### Supply network, run 1

(3 px per um) Pins as bars on the die edge.
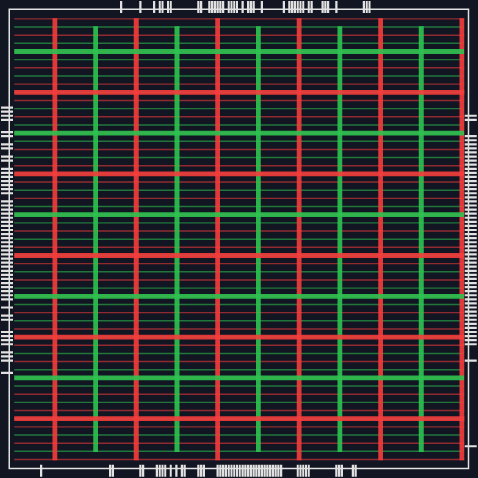
### Routing congestion map, run 1

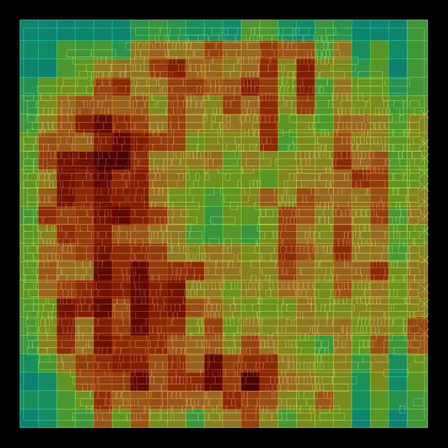
### The metal 4 layer, run 1

(2 px per um)
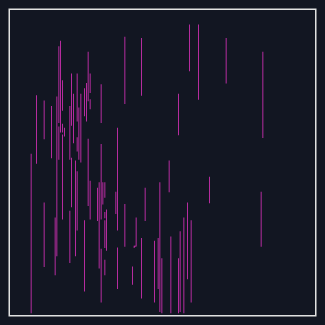
### Placement density heat map, run 1

(2 px per um) 15 x 15 tiles, from white (low) to dark blue (high), 0 to 100% covered.
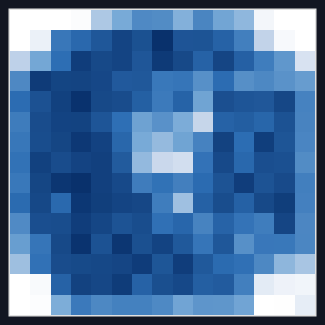
### config.mk
export PLATFORM = sky130hd
export DESIGN_NAME = floating_point_softmax_input_stager
export DESIGN_NICKNAME = d
export VERILOG_FILES = /design/src/rtl/floating_point_softmax_input_stager_pkg.sv /design/src/rtl/floating_point_softmax_input_stager_compare.sv /design/src/rtl/floating_point_softmax_input_stager.sv
export SDC_FILE = /design/constraint.sdc
export NUM_CORES = 1
export LEC_CHECK = 0
export CORE_UTILIZATION = 53
export CTS_CLUSTER_DIAMETER = 60
export DETAILED_ROUTE_END_ITERATION = 7
export PLACE_DENSITY = 0.86
export RECOVER_POWER = 25
export SYNTH_ARGS = -nofsm -noshare
export SYNTH_HDL_FRONTEND = slang
export SYNTH_SLANG_ARGS = --single-unit
export TNS_END_PERCENT = 1
### constraint.sdc
create_clock -name clk -period 2.8 [get_ports clk]
set_input_delay 0.42 -clock clk [delete_from_list [all_inputs] [get_ports clk]]
set_output_delay 0.42 -clock clk [all_outputs]
set_load 0.05 [all_outputs]
### src/rtl/floating_point_softmax_input_stager_pkg.sv
// Shared definitions for the softmax input stager.
//   state_t              : stager FSM states (COLLECT, LAUNCH, WAIT)
//   VECTOR_LEN           : number of logits per softmax vector
//   sign_pos / exp_lsb / mag_msb : field positions of a {sign, exp[E], man[M]} float
//   POS_ZERO / NEG_ZERO  : signed-zero bit patterns for the default 32-bit format
package floating_point_softmax_input_stager_pkg;

    typedef enum logic [1:0] {
        COLLECT = 2'd0,
        LAUNCH  = 2'd1,
        WAIT    = 2'd2
    } state_t;

    localparam int VECTOR_LEN = 4;

    // Bit index of the sign bit.
    function automatic int sign_pos(input int e, input int m);
        return e + m;
    endfunction

    // Lowest bit of the exponent field (the mantissa occupies [m-1:0]).
    function automatic int exp_lsb(input int e, input int m);
        return m + (e - e);
    endfunction

    // Top bit of the {exp, man} magnitude field.
    function automatic int mag_msb(input int e, input int m);
        return e + m - 1;
    endfunction

    localparam logic [31:0] POS_ZERO = 32'h0000_0000;
    localparam logic [31:0] NEG_ZERO = 32'h8000_0000;

endpackage

### src/rtl/floating_point_softmax_input_stager_compare.sv
// Combinational sign-magnitude float compare.
//   a, b    : {sign, exp[E], man[M]} operands
//   a_lt_b  : 1 when b is strictly greater than a
// +0 and -0 compare equal. NaN/Inf are not special-cased; they order as raw
// sign-magnitude patterns.
module floating_point_compare
    import floating_point_softmax_input_stager_pkg::*;
#(
    parameter int E = 8,
    parameter int M = 23
) (
    input  logic [E+M:0] a,
    input  logic [E+M:0] b,
    output logic         a_lt_b
);

    localparam int SIGN_BIT = sign_pos(E, M);
    localparam int MAG_MSB  = mag_msb(E, M);

    logic           sign_a;
    logic           sign_b;
    logic [E+M-1:0] mag_a;
    logic [E+M-1:0] mag_b;

    assign sign_a = a[SIGN_BIT];
    assign sign_b = b[SIGN_BIT];
    assign mag_a  = a[MAG_MSB:0];
    assign mag_b  = b[MAG_MSB:0];

    always_comb begin
        a_lt_b = 1'b0;
        if ((mag_a == '0) && (mag_b == '0)) begin
            // Both zero, whatever the signs: equal.
            a_lt_b = 1'b0;
        end else if (sign_a != sign_b) begin
            // Differing signs: b wins exactly when a is the negative one.
            a_lt_b = sign_a;
        end else if (!sign_a) begin
            a_lt_b = (mag_a < mag_b);
        end else begin
            a_lt_b = (mag_a > mag_b);
        end
    end

endmodule

### src/rtl/floating_point_softmax_input_stager.sv
// Softmax input stager: collects four float logits from a valid/ready stream,
// tracks their maximum, then presents the vector and its maximum to the softmax
// datapath with a one-cycle launch pulse and waits for completion.
//   clk, reset (async, active-low)
//   in_valid, in_data, in_ready : upstream beat handshake
//   softmax_output_ready        : completion pulse from the datapath
//   in1..in4, max_input         : staged vector and its maximum (held stable)
//   softmax_enable              : one-cycle launch pulse
//   busy                        : vector in flight (LAUNCH or WAIT)
module floating_point_softmax_input_stager
    import floating_point_softmax_input_stager_pkg::*;
#(
    parameter int DATA_WIDTH = 32,   // must equal 1 + E + M
    parameter int E          = 8,
    parameter int M          = 23
) (
    input  logic                  clk,
    input  logic                  reset,
    input  logic                  in_valid,
    input  logic [DATA_WIDTH-1:0] in_data,
    output logic                  in_ready,
    input  logic                  softmax_output_ready,
    output logic [DATA_WIDTH-1:0] in1,
    output logic [DATA_WIDTH-1:0] in2,
    output logic [DATA_WIDTH-1:0] in3,
    output logic [DATA_WIDTH-1:0] in4,
    output logic [DATA_WIDTH-1:0] max_input,
    output logic                  softmax_enable,
    output logic                  busy
);

    localparam logic [1:0] LAST_BEAT = 2'(VECTOR_LEN - 1);

    state_t                state_reg;
    state_t                state_next;
    logic [1:0]            cnt_reg;
    logic [DATA_WIDTH-1:0] buf_reg [0:VECTOR_LEN-2];
    logic [DATA_WIDTH-1:0] run_max_reg;
    logic [DATA_WIDTH-1:0] vec_reg [0:VECTOR_LEN-1];
    logic [DATA_WIDTH-1:0] max_reg;
    // Holds in_ready low until the first clock after reset release.
    logic                  ready_en_reg;

    logic                  accept;
    logic                  max_lt_in;
    logic [DATA_WIDTH-1:0] greater;

    // One comparator serves both the running-max update on beats 1..2 and
    // the final max on beat 3, since only one beat arrives per cycle.
    floating_point_compare #(
        .E (E),
        .M (M)
    ) u_compare (
        .a      (run_max_reg),
        .b      (in_data),
        .a_lt_b (max_lt_in)
    );

    // Ties keep the running max, so the earliest equal pattern survives.
    assign greater  = max_lt_in ? in_data : run_max_reg;
    assign in_ready = ready_en_reg && (state_reg == COLLECT);
    assign accept   = in_valid && in_ready;

    assign softmax_enable = (state_reg == LAUNCH);
    assign busy           = (state_reg != COLLECT);

    assign in1       = vec_reg[0];
    assign in2       = vec_reg[1];
    assign in3       = vec_reg[2];
    assign in4       = vec_reg[3];
    assign max_input = max_reg;

    always_comb begin
        state_next = state_reg;
        unique case (state_reg)
            COLLECT: if (accept && (cnt_reg == LAST_BEAT)) state_next = LAUNCH;
            LAUNCH:  state_next = softmax_output_ready ? COLLECT : WAIT;
            WAIT:    if (softmax_output_ready) state_next = COLLECT;
            default: state_next = COLLECT;
        endcase
    end

    always_ff @(posedge clk or negedge reset) begin
        if (!reset) begin
            state_reg    <= COLLECT;
            cnt_reg      <= 2'd0;
            run_max_reg  <= '0;
            max_reg      <= '0;
            ready_en_reg <= 1'b0;
            for (int i = 0; i < VECTOR_LEN - 1; i++) buf_reg[i] <= '0;
            for (int i = 0; i < VECTOR_LEN; i++)     vec_reg[i] <= '0;
        end else begin
            ready_en_reg <= 1'b1;
            state_reg    <= state_next;
            if (accept) begin
                if (cnt_reg == LAST_BEAT) begin
                    for (int i = 0; i < VECTOR_LEN - 1; i++) vec_reg[i] <= buf_reg[i];
                    vec_reg[VECTOR_LEN-1] <= in_data;
                    max_reg               <= greater;
                    cnt_reg               <= 2'd0;
                end else begin
                    buf_reg[cnt_reg] <= in_data;
                    run_max_reg      <= (cnt_reg == 2'd0) ? in_data : greater;
                    cnt_reg          <= cnt_reg + 2'd1;
                end
            end
        end
    end

endmodule
==> reports/metrics.cfg, run 1 <==
[yosys]
synthFlopType=dfrtp_1
ys_cells=1188
synth_flops=293
syn_inst=1188
ys_sh_simple=0.169

[route]
wire_per_inst_um=20.2
route.detailed.drc=13
wl_mm=35.9
drt_pass1_iterations=8

[final_layout]
nets=1547
num-nonclk-buffers=314
area_growth_pct=36.7
comb_area_frac=0.277
diodes=0

[worst_setup_path]
path_class=reg2reg
arrival_ns=3.57

[status]
violations=DRC, capacitance limit, slew limit, setup timing
outcome=complete, but fails checks

[power]
p_comb_frac=0.480
p_seq_mw=7.53

[sta]
tightest_slew_ns=2.29
setup_viol=63
grt_setup_unrepaired=true
skew_ns=0.0126
drv_slew=90
fin_ws_ns=-0.341

[global_routing]
grt_start_max_net_pins=224
grt_use_met2=0.474
grt_overflow_total=0
met3_usage=0.0407
grt_pass1_vias=10084

[placement]
placed_cells=1706
dp_hpwl_mm=21.6
io_buffer_count=198

[worst_hold_path]
whs_path_depth=3
hp-class=in2reg
hold_start=in_data[2]

[job]
drv_cap=1

[clock_tree]
cts_tree=done
cts_max_level=1

Notes on 'Supply network' above:
- green: VDD
- red: VSS
- met4 straps: 11
- rows: 54

Notes on 'Routing congestion map' above:
GR Util met1: 0.396
GRT busiest layer: met2
Layout Utilization: 0.745

Notes on 'The metal 4 layer' above:
- longest straight run: 79.6 um
- main direction: vertical

Notes on 'Placement density heat map' above:
- fullest tile: 100%
- tiles over 75% full: 53%
- nearly empty tiles: 5.8%
- mean over tiles: 69%

==> run 1: worst min-delay path by stage <==
stage	slack [ns]	end
floorplan	0.12	buf_reg[0]
finish	0.31	run_max_reg[2]
global placement	0.44	in2[0]
CTS	0.39	run_max_reg[16]
global route	0.30	run_max_reg[2]
detailed placement	0.45	in1[15]
==> run 1: cell usage after synthesis (2+ instances only) <==
cell      instances
nand2_1         461
dfrtp_1         293
o21ai_0         149
clkbuf_1         49
inv_1            37
ha_1             35
mux2i_1          31
mux2_4           29
nor4_1           16
o21ai_1          13
a21oi_1          12
nand4_1          10
nor2_1            9
buf_6             6
mux2_2            5
buf_1             3
nand3_1           3
a211oi_1          2
a21o_1            2
a31oi_1           2
and3_1            2
nor3_1            2
### Clock wires, drivers and flops, run 1

(4 px per um)
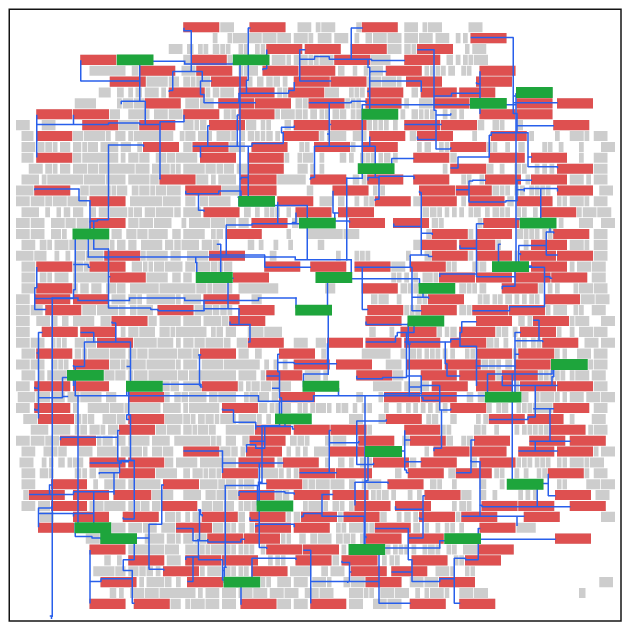

==> run 2, diff against run 1 <==
--- a/config.mk
+++ b/config.mk
@@ -5,6 +5,7 @@
 export SDC_FILE = /design/constraint.sdc
 export NUM_CORES = 1
 export LEC_CHECK = 0
+export CORE_MARGIN = 1
 export CORE_UTILIZATION = 53
 export CTS_CLUSTER_DIAMETER = 60
 export DETAILED_ROUTE_END_ITERATION = 7
==> constraint.sdc (replaced) <==
create_clock -name clk -period 2.8 [get_ports clk]
set_input_delay 0.56 -clock clk [delete_from_list [all_inputs] [get_ports clk]]
set_output_delay 0.56 -clock clk [all_outputs]
set_load 0.05 [all_outputs]
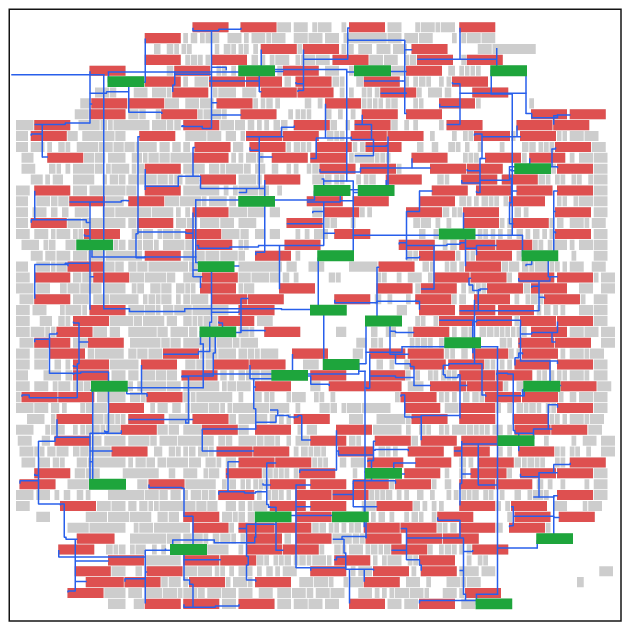
*Clock wires, drivers and flops, run 2*
(4 px per um)
- blue: clock wires (length 3260 um)
- red: flip-flops (count 293)
- green: clock drivers (count 29)
- flops lie: widely spread

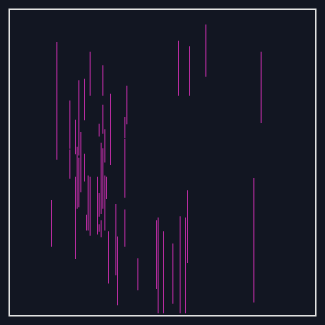
*The metal 4 layer, run 2*
(2 px per um)
- wire length on this layer: 1310 um
- nets with wire on the layer: 41

==> run 2 against run 1 <==
Net effect: clock power rose by 3%; the flow still finishes with violations (DRC, capacitance limit, slew limit, setup timing); critical path depth rose by 2; sequential cell count did not move; die area did not move; critical endpoint is now run_max_reg[20]; highest routed layer unchanged; cell count fell by 0.11%; clock skew rose by 0.0029 ns; critical path type unchanged; setup slack improved by 0.22 ns; power barely moved.
==> reports/metrics.cfg, run 2 <==
[worst_hold_path]
worstHoldEndpoint=run_max_reg[9]
hold_start=in_data[9]
hp-class=in2reg
whs_path_depth=3  ; unchanged

[sta]
holdWs_ns=0.426
fin_crit_sh=1.04
tightest_slew_ns=1.60  ; -0.694 ns
skew_ns=0.0155  ; +0.00290 ns
grt_setup_unrepaired=true
fin_ws_ns=-0.120  ; +0.222 ns
drv_slew=65  ; -28%
setup_viol=57  ; -9.5%

[yosys]
ys_sh_simple=0.169  ; unchanged
synth.cells.most_frequent=461 x nand2_1, 293 x dfrtp_1, 149 x o21ai_0, 49 x clkbuf_1, 37 x inv_1
ys_cells=1188  ; unchanged
netlist-cell-type-count=39
ys_top_logic_family=simple AND/OR/NAND/NOR gates
synth_flops=293  ; unchanged
yosysMostFrequentCell=nand2_1
synthFlopType=dfrtp_1
syn_inst=1188  ; unchanged

[global_routing]
met1_usage=0.408  ; +0.0123
grt_use_met2=0.465  ; -0.00900
grt_overflow_total=0  ; unchanged
grt-busiest-layer=met2
grt_start_max_net_pins=167  ; -25%
met3_usage=0.0387  ; -0.00199
antenna_found_initial=0
grt_pass1_vias=10042  ; -0.42%

[route]
drt_pass1_iterations=8  ; unchanged
route.detailed.drc=13  ; unchanged
wl_mm=34.5  ; -3.9%
wire_per_inst_um=19.4  ; -3.8%

[final_layout]
post-route-util=0.746  ; +0.000909
largest_register_ffs=96
nets=1544  ; -0.19%
area_growth_pct=36.8
final_common_cell=nand2_1
diodes=0  ; unchanged

[power]
power_mw=22.0

[worst_setup_path]
arrival_ns=3.34  ; -0.23 ns
path_cells=ha_1 > nand2_1 > nor3_2 > buf_4 > o31ai_1 > o211ai_1 > buf_4 > a311o_1 > nand2_4 > a21oi_4 > buf_12 > clkbuf_16 > mux2_4
path_class=reg2reg
crit_buf_inv=4
reg2regPathDepth=13
startpoint=run_max_reg[10]
max_stage_delay_ns=0.46
endpoint=run_max_reg[20]

[clock_tree]
numCtsBuffers=29
cts_tree=done
cts_max_level=1  ; unchanged

[status]
outcome=complete, but fails checks
violations=DRC, capacitance limit, slew limit, setup timing

[job]
drv_cap=1  ; unchanged

[placement]
gp_congestion=0.906
placed_cells=1707  ; +0.059%
post_dp_cell_area_um2=15000
io_buffer_count=198  ; unchanged
dp_hpwl_mm=21.8  ; +0.87%

[floorplanning]
chipWidth_um=153

[run 2: area by class of cell]
| class | instances | area, um^2 | area share |
|---|---|---|---|
| Clock inverter | 10 | 163 | 0.00990 |
| Timing Repair Buffer | 312 | 3080 | 0.187 |
| Clock buffer | 43 | 828 | 0.0504 |
| Sequential cell | 293 | 7330 | 0.446 |
| Multi-Input combinational cell | 799 | 4530 | 0.276 |
| Tap cell | 280 | 350 | 0.0213 |
| Inverter | 38 | 144 | 0.00875 |
[run 2: report_power, final]
group	leakage (nW)	switching [mW]	internal, mW
sequential	3.71	1.41	6.13
clock	0.477	1.62	2.41
combinational	3.96	6.52	3.90
[run 2: what timing repair did]
action	in CTS	in global routing
hold buffers	1	0
pin swaps	9	16
setup endpoints to repair	61	62
gates cloned	1	4
hold endpoints to repair	60	0
resized	42	50
buffers inserted	4	5
### Routing congestion map, run 2

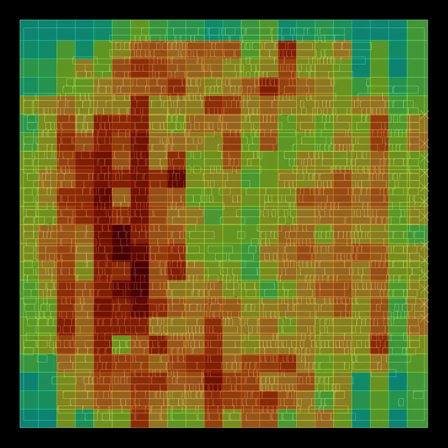

==> run 3, diff against run 2 <==
--- a/config.mk
+++ b/config.mk
@@ -6,10 +6,11 @@
 export NUM_CORES = 1
 export LEC_CHECK = 0
 export CORE_MARGIN = 1
-export CORE_UTILIZATION = 53
+export CORE_UTILIZATION = 55
+export CTS_BUF_LIST = sky130_fd_sc_hd__clkbuf_8
 export CTS_CLUSTER_DIAMETER = 60
 export DETAILED_ROUTE_END_ITERATION = 7
-export PLACE_DENSITY = 0.86
+export PLACE_DENSITY = 0.89
 export RECOVER_POWER = 25
 export SYNTH_ARGS = -nofsm -noshare
 export SYNTH_HDL_FRONTEND = slang
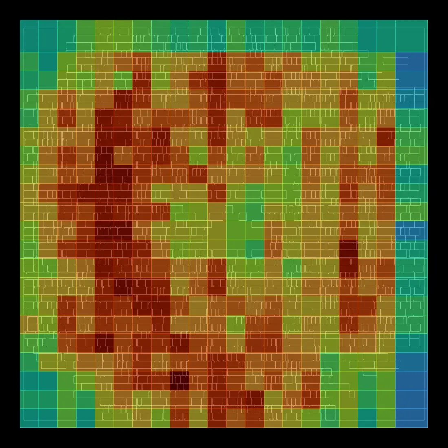
*Routing congestion map, run 3*
Total GRT Usage: 0.298
met3 Resource Use GR: 0.0512
GR Util met1: 0.396
met2 usage: 0.495

==> run 3 against run 2 <==
Net effect: the flow finishes with violations (capacitance limit, slew limit, setup timing); die area down 3.6%; first-iteration DRC count rose by 8.2%; non-clock buffer count fell by 5; highest routed layer unchanged; clock skew grew 0.019 ns; count of clock-buffer cells in the layout increased by 12; critical path type unchanged; cell count increased by 0.96%; largest cell class unchanged; utilization grew 2.0 points; sequential power barely moved; sequential cell count stayed put.
==> reports/metrics.cfg, run 3 <==
[worst_setup_path]
path_cells=ha_4 > a21oi_1 > a21oi_2 > o31ai_2 > o211ai_1 > a311oi_2 > nand2_4 > a21oi_4 > buf_12 > buf_6 > mux2_4
arrival_ns=3.55  ; +0.21 ns
path_class=reg2reg
reg2regPathDepth=11  ; -2
max_stage_delay_ns=0.49  ; +0.03 ns

[clock_tree]
postCtsSetupBuffers=0  ; -4
hold_buffers=0  ; -1
numCtsBuffers=46  ; +59%
cts_max_level=2  ; +1

[yosys]
netlist-cell-type-count=39  ; unchanged
synth.cells.most_frequent=461 x nand2_1, 293 x dfrtp_1, 149 x o21ai_0, 49 x clkbuf_1, 37 x inv_1
synth_flops=293  ; unchanged
ys_top_logic_family=simple AND/OR/NAND/NOR gates
yosysMostFrequentCell=nand2_1
synthFlopType=dfrtp_1

[final_layout]
comb_area_frac=0.280  ; +0.00370
clock_area_frac=0.0529  ; -0.00744
buf_share=0.187  ; -0.000779
comb_cells=799  ; unchanged
diodes=0  ; unchanged
largestClassByArea=registers
post-route-util=0.766  ; +0.0202
seq_area_um2=7330  ; about the same
clkbuf_count=55  ; +28%
design.seq.count=293  ; unchanged
num-nonclk-buffers=307  ; -1.6%
seq-cell-share=0.451  ; +0.00459
nonClockInverterCount=38  ; unchanged

[placement]
io_buffer_count=198  ; unchanged
post_dp_cell_area_um2=15000  ; about the same
placed_cells=1702  ; -0.29%
dp_hpwl_mm=22.5  ; +3.3%

[sta]
drv_slew=87  ; +34%
holdWs_ns=0.366  ; -0.0596 ns
fin_ws_ns=-0.322  ; -0.203 ns
setup_viol=63  ; +11%
tightest_slew_ns=2.24  ; +0.645 ns

[power]
power.switching_mw=9.51  ; -0.37%
power_clock_mw=3.40  ; -16%
powerComb_mw=10.2  ; about the same
switching_share=0.449  ; +0.0148
pwr-share-seq=0.357  ; +0.014
power_mw=21.2  ; -3.7%
maxPowerGroup=combinational logic
p_clk_frac=0.161  ; -0.022
p_int_mw=11.7  ; -6.2%
p_comb_frac=0.483  ; +0.009

[worst_hold_path]
whs_path_depth=2  ; -1
hp-class=in2reg

[floorplanning]
chipWidth_um=150  ; -1.8%
num_tap_cells=275  ; -1.8%

[status]
violations=capacitance limit, slew limit, setup timing
outcome=complete, but fails checks

[route]
wl_mm=34.9  ; +1.3%
drt_pass1_iterations=7  ; -1
wire_per_inst_um=19.5  ; +0.29%

[job]
drv_cap=1  ; unchanged

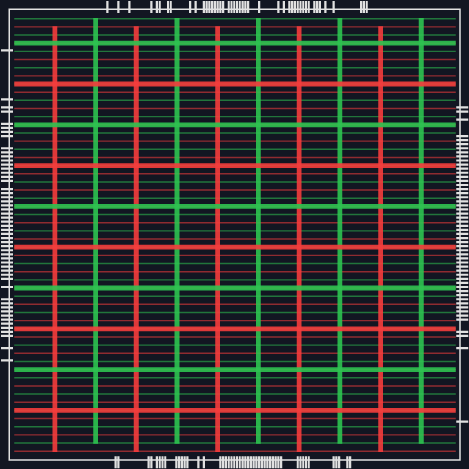
*Supply network, run 3*
(3 px per um) Pins as bars on the die edge.
- red: VSS
- green: VDD
- met4 straps: 10
- met5 straps: 10
- met1 rails: 54
- signal pins: 199
- rows: 53

## run 3: netlist changes by cell type in the layout (fill, tap and decap cells not counted), sizes merged, moves of 2 or more
| cell | previous run | this run |
|---|---|---|
| buf | 108 | 103 |
| bufinv | 4 | 0 |
| clkbuf | 49 | 62 |
| clkdlybuf4s50 | 172 | 179 |
| clkinv | 4 | 2 |
| dlygate4sd2 | 13 | 3 |
| dlymetal6s2s | 12 | 15 |
| inv | 38 | 59 |
## run 3: layer usage
metal,routed length [um],track usage
met4,1470,0.107
met5,0,0
met1,13500,0.396
met2,17100,0.495
met3,2800,0.0512
## run 3: critical path: cells and delay by family (launching register included)
kind,cells,cell delay [ns]
AOI/OAI and AO/OA,6,1.47
adders and majority gates,1,0.26
buffers and inverters,2,0.33
DFF,1,0.49
muxes,1,0.31
and+or+nand+nor,1,0.12
Power is estimated from default activity; no workload was simulated.
